--- config.mk ---
export PLATFORM = sky130hd
export DESIGN_NAME = sar_ctrl_flat
export DESIGN_NICKNAME = d
export VERILOG_FILES = /design/src/rtl/sar_ctrl_if.sv /design/src/rtl/sar_ctrl.sv /design/src/flat_wrapper.sv
export SDC_FILE = /design/constraint.sdc
export NUM_CORES = 1
export LEC_CHECK = 0
export ABC_AREA = 1
export ABC_CLOCK_PERIOD_IN_PS = 1780
export CORE_MARGIN = 5
export CORE_UTILIZATION = 53
export DETAILED_ROUTE_END_ITERATION = 7
export PLACE_DENSITY = 0.83
export SLEW_MARGIN = 20
export SYNTH_ARGS = -nofsm -noshare
export SYNTH_HDL_FRONTEND = slang
export SYNTH_SLANG_ARGS = --single-unit
--- constraint.sdc ---
create_clock -name clk -period 1.78 [get_ports clk]
set_input_delay 0.356 -clock clk [delete_from_list [all_inputs] [get_ports clk]]
set_output_delay 0.356 -clock clk [all_outputs]
set_load 0.005 [all_outputs]
--- src/rtl/sar_ctrl_if.sv ---
// Bundle of SAR controller control/data signals between the requester,
// the S/H + DAC + comparator analog front end, and the controller.
interface sar_ctrl_if #(
  parameter int N = 8
);
  logic         start;
  logic         abort;
  logic         comp;
  logic         snh_rst;
  logic         sample;
  logic         cs_trigger;
  logic [N-1:0] dac_code;
  logic [N-1:0] dout;
  logic         valid;
  logic         busy;

  modport slave (
    input  start, abort, comp,
    output snh_rst, sample, cs_trigger, dac_code, dout, valid, busy
  );

  modport master (
    output start, abort, comp,
    input  snh_rst, sample, cs_trigger, dac_code, dout, valid, busy
  );
endinterface

--- src/rtl/sar_ctrl.sv ---
// Successive-approximation ADC sequencer: S/H reset, track, charge-share,
// then an N-cycle binary search on the DAC code. All outputs are flops.
module sar_ctrl #(
  parameter int N       = 8,
  parameter int TRST    = 1,
  parameter int TSAMPLE = 2
) (
  input  logic      clk,
  input  logic      rst,
  sar_ctrl_if.slave bus
);

  localparam int KW = (N > 1) ? $clog2(N) : 1;

  typedef enum logic [2:0] {
    S_IDLE, S_RESET, S_SAMPLE, S_SHARE, S_CONV, S_DONE
  } state_e;

  state_e        state_q, state_d;
  logic [3:0]    cnt_q, cnt_d;
  logic [KW-1:0] k_q, k_d;
  logic [N-1:0]  dac_q, dac_d, dout_q, dout_d, trial;
  logic          snh_rst_q, snh_rst_d, sample_q, sample_d, cs_q, cs_d;
  logic          valid_q, valid_d, busy_q, busy_d;

  // NOTE: sequential state uses non-blocking assignments so every flop
  // samples the pre-edge values of the others.
  always_ff @(posedge clk) begin
    if (rst) begin
      state_q   <= S_IDLE;
      cnt_q     <= '0;
      k_q       <= '0;
      dac_q     <= '0;
      dout_q    <= '0;
      snh_rst_q <= 1'b0;
      sample_q  <= 1'b0;
      cs_q      <= 1'b0;
      valid_q   <= 1'b0;
      busy_q    <= 1'b0;
    end else begin
      state_q   <= state_d;
      cnt_q     <= cnt_d;
      k_q       <= k_d;
      dac_q     <= dac_d;
      dout_q    <= dout_d;
      snh_rst_q <= snh_rst_d;
      sample_q  <= sample_d;
      cs_q      <= cs_d;
      valid_q   <= valid_d;
      busy_q    <= busy_d;
    end
  end

  // NOTE: every combinational output is given a default first, so no path
  // leaves a variable unassigned and no latch is inferred.
  always_comb begin
    state_d = state_q;
    cnt_d   = cnt_q;
    if (bus.abort && (state_q != S_IDLE)) begin
      state_d = S_IDLE;
    end else begin
      unique case (state_q)
        S_IDLE: begin
          if (bus.start && !bus.abort) begin
            state_d = S_RESET;
            cnt_d   = 4'(TRST - 1);
          end
        end
        S_RESET: begin
          if (cnt_q == '0) begin
            state_d = S_SAMPLE;
            cnt_d   = 4'(TSAMPLE - 1);
          end else begin
            cnt_d = cnt_q - 4'd1;
          end
        end
        S_SAMPLE: begin
          if (cnt_q == '0) state_d = S_SHARE;
          else             cnt_d   = cnt_q - 4'd1;
        end
        S_SHARE: state_d = S_CONV;
        S_CONV:  if (k_q == '0) state_d = S_DONE;
        S_DONE:  state_d = S_IDLE;
        default: state_d = S_IDLE;
      endcase
    end
  end

  // Outputs are decoded from the next state so they land in flops.
  always_comb begin
    trial = dac_q;
    trial[k_q] = bus.comp;
    if (k_q != '0) trial[k_q - KW'(1)] = 1'b1;

    dac_d  = '0;
    k_d    = k_q;
    dout_d = dout_q;
    if ((state_q == S_SHARE) && (state_d == S_CONV)) begin
      dac_d = {1'b1, {(N-1){1'b0}}};
      k_d   = KW'(N - 1);
    end else if ((state_q == S_CONV) && (state_d != S_IDLE)) begin
      dac_d = trial;
      k_d   = k_q - KW'(1);
      if (state_d == S_DONE) dout_d = trial;
    end

    snh_rst_d = (state_d == S_RESET);
    sample_d  = (state_d == S_SAMPLE);
    cs_d      = (state_d == S_SHARE);
    valid_d   = (state_d == S_DONE);
    busy_d    = (state_d != S_IDLE);
  end

  assign bus.snh_rst    = snh_rst_q;
  assign bus.sample     = sample_q;
  assign bus.cs_trigger = cs_q;
  assign bus.dac_code   = dac_q;
  assign bus.dout       = dout_q;
  assign bus.valid      = valid_q;
  assign bus.busy       = busy_q;

endmodule
--- src/flat_wrapper.sv ---
// flat-port wrapper written by rule: the top's interface ports become plain ports
module sar_ctrl_flat 
#(
  parameter int N       = 8,
  parameter int TRST    = 1,
  parameter int TSAMPLE = 2
)
  (clk, rst, bus_start, bus_abort, bus_comp, bus_snh_rst, bus_sample, bus_cs_trigger, bus_dac_code, bus_dout, bus_valid, bus_busy);
  sar_ctrl_if #(.N(N)) bus_i ();
  input  logic clk;
  input  logic rst;
  input wire logic [$bits(bus_i.start)-1:0] bus_start;
  input wire logic [$bits(bus_i.abort)-1:0] bus_abort;
  input wire logic [$bits(bus_i.comp)-1:0] bus_comp;
  output wire logic [$bits(bus_i.snh_rst)-1:0] bus_snh_rst;
  output wire logic [$bits(bus_i.sample)-1:0] bus_sample;
  output wire logic [$bits(bus_i.cs_trigger)-1:0] bus_cs_trigger;
  output wire logic [$bits(bus_i.dac_code)-1:0] bus_dac_code;
  output wire logic [$bits(bus_i.dout)-1:0] bus_dout;
  output wire logic [$bits(bus_i.valid)-1:0] bus_valid;
  output wire logic [$bits(bus_i.busy)-1:0] bus_busy;
  assign bus_i.start = bus_start;
  assign bus_i.abort = bus_abort;
  assign bus_i.comp = bus_comp;
  assign bus_snh_rst = bus_i.snh_rst;
  assign bus_sample = bus_i.sample;
  assign bus_cs_trigger = bus_i.cs_trigger;
  assign bus_dac_code = bus_i.dac_code;
  assign bus_dout = bus_i.dout;
  assign bus_valid = bus_i.valid;
  assign bus_busy = bus_i.busy;
  sar_ctrl #(.N(N), .TRST(TRST), .TSAMPLE(TSAMPLE)) u_core (.clk(clk), .rst(rst), .bus(bus_i));
endmodule
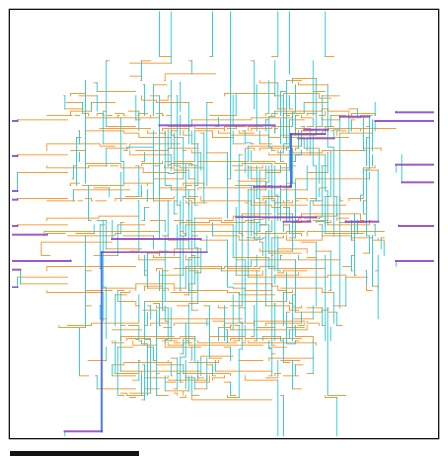
(images/metal_stack.png)
Bar = 20 um.
legend:
  orange:
    layer: met1
    wire_length: 1,740 um
  purple:
    layer: met3
    wire_length: 156 um
  cyan:
    layer: met2
    wire_length: 1,610 um
  blue:
    layer: met4
    wire_length: 36.0 um
Total Wirelength: 3540 um
WL per Instance: 10.8 um
routed vias: 1,597
GRT Total Usage: 18.1%

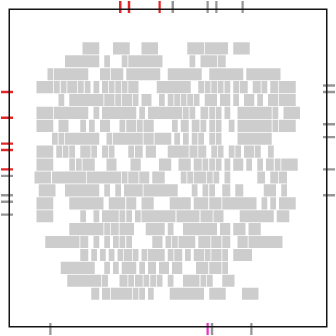
(images/pins.png)
Pins as bars across the die edge, other pins in gray.
legend:
  magenta:
    port: `bus_start`
    pins: 1
    direction: input
    edge: bottom
  red:
    port: `bus_dout`
    pins: 8
    direction: output
    edge: 5 left, 3 top
all pins by edge: 9 left, 7 top, 6 right, 4 bottom
die span in x: 66.6 um
Die H: 66.6 um

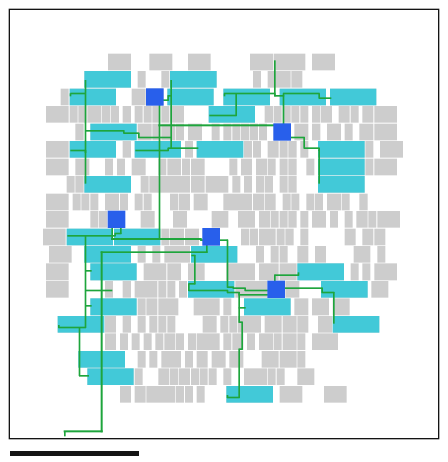
(images/clock_map.png)
Bar = 20 um.
legend:
  cyan:
    item: flip-flops
    count: 31
  green:
    item: clock wires
    length: 347 um
  blue:
    item: cells driving clock nets
    count: 5
routed clock nets: 6

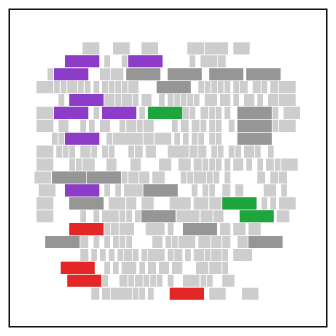
(images/registers.png)
Other sequential cells in the stronger gray, the rest of the logic in the fainter gray.
legend:
  green:
    name_in_the_netlist: `u_core.k_q`
    flops: 3
  red:
    name_in_the_netlist: `u_core.cnt_q`
    flops: 4
    where: lower left
  purple:
    name_in_the_netlist: `u_core.bus.dout`
    flops: 8
not colored: 16
Sequential Area: 621 um2
Seq area share: 29.8%
P_seq: 0.742 mW
Final Util: 68.2%

==> impl_metrics.yaml <==
# synthesis and place-and-route metrics
worst_setup_path:
  worstPathArrival_ns: 1.79
  cp_slowest_cell: "ha_1"
  crit_chain: "inv_1 > ha_1 > inv_1 > nand3_1 > nor2_1 > nor2_1 > nand4_1 > nand2_1 > nor2_2"
  cp_max_fo: 7
  r2r_cells: 9
  worstPathRequired_ns: 2.00
clock_network:
  clkSinkCount: 31
  cts_setup_buffers: 0
  clk_path_buf_depth: 2
routing:
  drtPass1Iterations: 4
  drc: 0
synthesis:
  yosys.area_share.aoi_pct: 6.20
  synth-xor-area-share_pct: 0.517
  ys_sh_simple_pct: 42.2
  mux_share_pct: 0
  synthDistinctLibCells: 27
  syn-num-nets: 257
  synth_cells: 249
  synth_stat.cells: 249
  synth_area_um2: 1700
  synthTopLogicFamily: "simple AND/OR/NAND/NOR gates"
  top_cells_by_area: "dfxtp_1 (37%), nand2_1 (12%), nor2_1 (9.1%)"
outcome:
  status: "completed"
layout:
  drive_gt1_share_pct: 15.5
  fin_nets: 290
place:
  gp_congestion: 0.901
  dp_hpwl_um: 2710
sta:
  worstMarginPinSlew_ns: 0.302
  maxSlewHeadroom_pct: 79.8
  fin_skew_ns: 0.00680
hold_path:
  hold_class: "flip-flop to flip-flop"
floorplanning:
  rows: 20
  core-area_um2: 3050
global_routing:
  grt_max_degree: 12
  grt_pass1_vias: 1434
[layout by cell type (no fill, tap or decap)]
cell type	instances
inv_2	1
or2_1	1
xor2_1	1
dfxtp_1	31
a221oi_1	1
ha_1	3
nand3_4	1
a211oi_1	2
buf_4	10
o21a_1	1
clkbuf_4	5
o21ai_2	1
a21oi_1	7
nand3_1	15
nor3_2	1
nand2_2	5
nor2_2	11
nand2_4	3
clkbuf_1	1
clkbuf_8	2
inv_4	1
inv_1	35
nand4_1	14
nor2_1	41
nand2_1	55
clkdlybuf4s50_1	25
nand3_2	3
o21ai_0	6
[metrics by stage]
| step | cell area (um2) | power [mW] | util, % | worst slack [ns] | cells |
|---|---|---|---|---|---|
| global route | 2080 | 1.59 | 68.2 | 0.0141 | 327 |
| CTS | 2080 | 1.51 | 68.1 | 0.137 | 327 |
| floorplan | 1700 | 0.989 | - | 0.180 | 249 |
| detailed placement | 2010 | 1.06 | 65.8 | 0.0303 | 319 |
| finish | 2080 | 1.50 | 68.2 | 0.213 | 327 |
| global placement | 2010 | 1.05 | 65.8 | 0.0526 | 319 |
[sequential cells by signal, summed over array words and instances (netlist names)]
signal / cells
u_core.bus.snh_rst: 1
u_core.bus.sample: 1
u_core.state_q: 3
u_core.bus.dout: 8
u_core.bus.busy: 1
u_core.bus.dac_code: 8
u_core.k_q: 3
u_core.cnt_q: 4
u_core.bus.valid: 1
u_core.bus.cs_trigger: 1
[layout make-up]
type / instances / area [um2] / area share [%]
multi-input cells: 172 / 872 / 41.9
flip-flops and latches: 31 / 621 / 29.8
repair buffers: 35 / 325 / 15.6
well taps: 44 / 55.1 / 2.64
inverters: 37 / 141 / 6.79
clock buffers: 8 / 68.8 / 3.30
[kinds of logic (layout without fill, tap and decap cells)]
logic type               Yosys count  in the layout
AND-OR/OR-AND                     18             18
XOR/XNOR                           1              1
adder cells (fa/ha/maj)            3              3
buffers and inverters             46             80
flip-flops                        31             31
AND/OR/NAND/NOR                  150            150
[power breakdown]
| part | internal, mW | switching, mW |
|---|---|---|
| Clock | 0.232 | 0.219 |
| Combinational | 0.120 | 0.187 |
| Sequential | 0.722 | 0.0198 |
| Total | 1.07 | 0.425 |
[final timing paths]
| path | start | end |
|---|---|---|
| hold reg to reg | u_core.cnt_q[0] | u_core.cnt_q[0] |
| setup reg to reg | u_core.k_q[1] | u_core.bus.dout[7] |
| hold / removal | u_core.cnt_q[0] | u_core.cnt_q[0] |
| setup / recovery | u_core.k_q[1] | u_core.bus.dout[7] |
[cells in the mapped netlist, drive strengths merged]
cell,n
o21ai,7
nand3,19
clkbuf,2
nand2,63
o21a,1
ha,3
or2,1
nand4,14
a211oi,2
nor2,52
nor3,1
a221oi,1
xor2,1
a21oi,7
dfxtp,31
inv,37
buf,7
[per-layer routing]
metal | GRT usage (%) | up-vias | wire (um)
met3 | 5.06 | 4 | 156
met4 | 6.60 | 0 | 36
met1 | 24.1 | 706 | 1740
li1 | - | 849 | -
met5 | 0 | - | 0
met2 | 27.8 | 38 | 1610
Power is estimated from default activity; no workload was simulated.
